[src/rtl/seq_detector_param.sv]
// Parametrised Moore sequence detector with a runtime-loadable pattern, overlap
// select, valid qualification and a saturating match counter.
module seq_detector_param #(
  parameter int unsigned       N       = 4,
  parameter logic [N-1:0]      PATTERN = 4'b1010,
  parameter int unsigned       CNT_W   = 8
) (
  input  logic             clk,
  input  logic             rst,
  input  logic             in,
  input  logic             in_valid,
  input  logic             mode_overlap,
  input  logic             load,
  input  logic [N-1:0]     load_pattern,
  input  logic             cnt_clr,
  output logic             out,
  output logic [CNT_W-1:0] match_count,
  output logic [N-1:0]     pattern_q
);

  localparam int unsigned FW = $clog2(N + 1);
  localparam logic [FW-1:0]    FILL_FULL = FW'(N);
  localparam logic [CNT_W-1:0] CNT_MAX   = '1;

  logic [N-1:0]  pat;
  logic [N-1:0]  hist;
  logic [FW-1:0] fill;

  logic [N-1:0]  hist_nx;
  logic [FW-1:0] fill_nx;
  logic          hit;
  logic          consume;

  assign consume   = in_valid && !load;
  assign pattern_q = pat;

  // Non-overlap restarts the window on the bit after a match so its bits are never reused.
  always_comb begin
    hist_nx = {hist[N-2:0], in};
    fill_nx = fill;
    if (!mode_overlap && out) begin
      fill_nx = FW'(1);
    end else if (fill != FILL_FULL) begin
      fill_nx = fill + FW'(1);
    end
    hit = consume && (fill_nx == FILL_FULL) && (hist_nx == pat);
  end

  always_ff @(posedge clk) begin
    if (!rst) begin
      pat         <= PATTERN;
      hist        <= '0;
      fill        <= '0;
      out         <= 1'b0;
      match_count <= '0;
    end else begin
      if (load) begin
        pat  <= load_pattern;
        hist <= '0;
        fill <= '0;
        out  <= 1'b0;
      end else if (in_valid) begin
        hist <= hist_nx;
        fill <= fill_nx;
        out  <= hit;
      end

      // Clear wins over the old value but a same-edge match still counts once.
      if (cnt_clr) begin
        match_count <= hit ? CNT_W'(1) : '0;
      end else if (hit && match_count != CNT_MAX) begin
        match_count <= match_count + CNT_W'(1);
      end
    end
  end

endmodule

[config.mk]
export PLATFORM = sky130hd
export DESIGN_NAME = seq_detector_param
export DESIGN_NICKNAME = d
export VERILOG_FILES = /design/src/rtl/seq_detector_param.sv
export SDC_FILE = /design/constraint.sdc
export NUM_CORES = 1
export LEC_CHECK = 0
export CORE_ASPECT_RATIO = 0.5
export CORE_MARGIN = 2
export CORE_UTILIZATION = 30
export DETAILED_ROUTE_END_ITERATION = 12
export PLACE_DENSITY_LB_ADDON = 0.3
export RECOVER_POWER = 50
export SETUP_SLACK_MARGIN = 0.4
export SLEW_MARGIN = 20
export SYNTH_ARGS = -nofsm -noshare
export SYNTH_HDL_FRONTEND = slang
export SYNTH_SLANG_ARGS = --single-unit
[constraint.sdc]
create_clock -name clk -period 3.21 [get_ports clk]
set_input_delay 0.642 -clock clk [delete_from_list [all_inputs] [get_ports clk]]
set_output_delay 0.642 -clock clk [all_outputs]
set_load 0.02 [all_outputs]
Fig. 1: wiring by layer
Scale: 4 px per um.
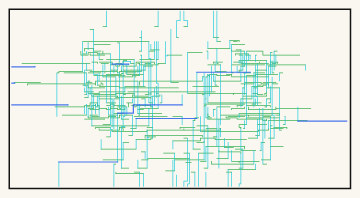
layer	color	wire length
metal 2	cyan	910 um
metal 3	blue	98.2 um
metal 1	green	1,070 um

Fig. 2: ports around the boundary
Scale: 6 px per um. Pins as bars across the die edge, other pins in gray.
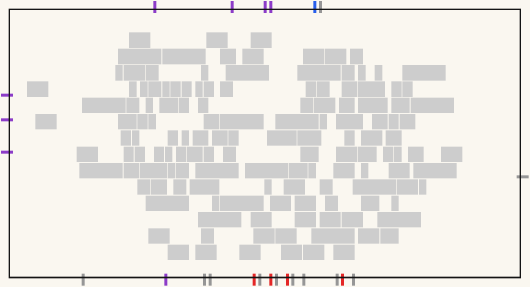
port	color	pins	direction	edge
match_count	purple	8	output	4 north, 3 west, 1 south
out	blue	1	output	north
load_pattern	red	4	input	south
all pins by edge	14 south, 6 north, 3 west, 1 east

Fig. 3: routed clock nets over the placement
Scale: 4 px per um.
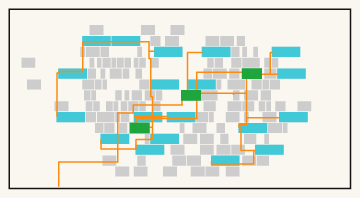
[clock drivers] green | count: 3
[clock wires] orange | length: 287 um
[flip-flops] cyan | count: 19
routed clock nets	4

==> results_dict.tcl <==
# implementation run metrics
set metrics [dict create \
    yosysTopAreaCell "dfxtp_1" \
    port_buffers 23 \
    post_cts_resized 0 \
    outcome "complete, no violations" \
    cp.required_ns 3.40 \
    area_delta_synth_final_pct 32.9 \
    yosys_cells 112 \
    grt_first_pass_wirelength_mm 3.57 \
    path_cells "dlygate4sd3_1 -> o21ba_2 -> o2111ai_1 -> or4_4 -> or4_1 -> a21oi_1" \
    clock.fmax_ghz 0.390 \
    num-fill-cells 311 \
    ys_chip_area_um2 982 \
    muxShareOfSynthArea_pct 9.17 \
    layout_min_cycle_time_ns 2.57 \
    edf_count 0 \
    hp-class "reg -> reg" \
    clk_share_pct 3.55 \
    layout-drive-gt1-share_pct 6.52 \
    drcViolationCount 0 \
    warning_count 27 \
    grt_overflow_total 0 \
    vias 859 \
    drt_iter0_drc 11 \
    slew_viol_final 0 \
    met2_length_um 910 \
    setup_violations 0 \
    cts_tree "done" \
    path_depth 6 \
    dpl_worst_slack_ns 0.461 \
    flop_cell "dfxtp_1" \
    cp-endpoint "match_count[3]" \
    synthCells 112 \
    cp.buffers_inverters 1 \
    cp_top_family "simple AND/OR/NAND/NOR gates" \
    dp_cells 174 \
]
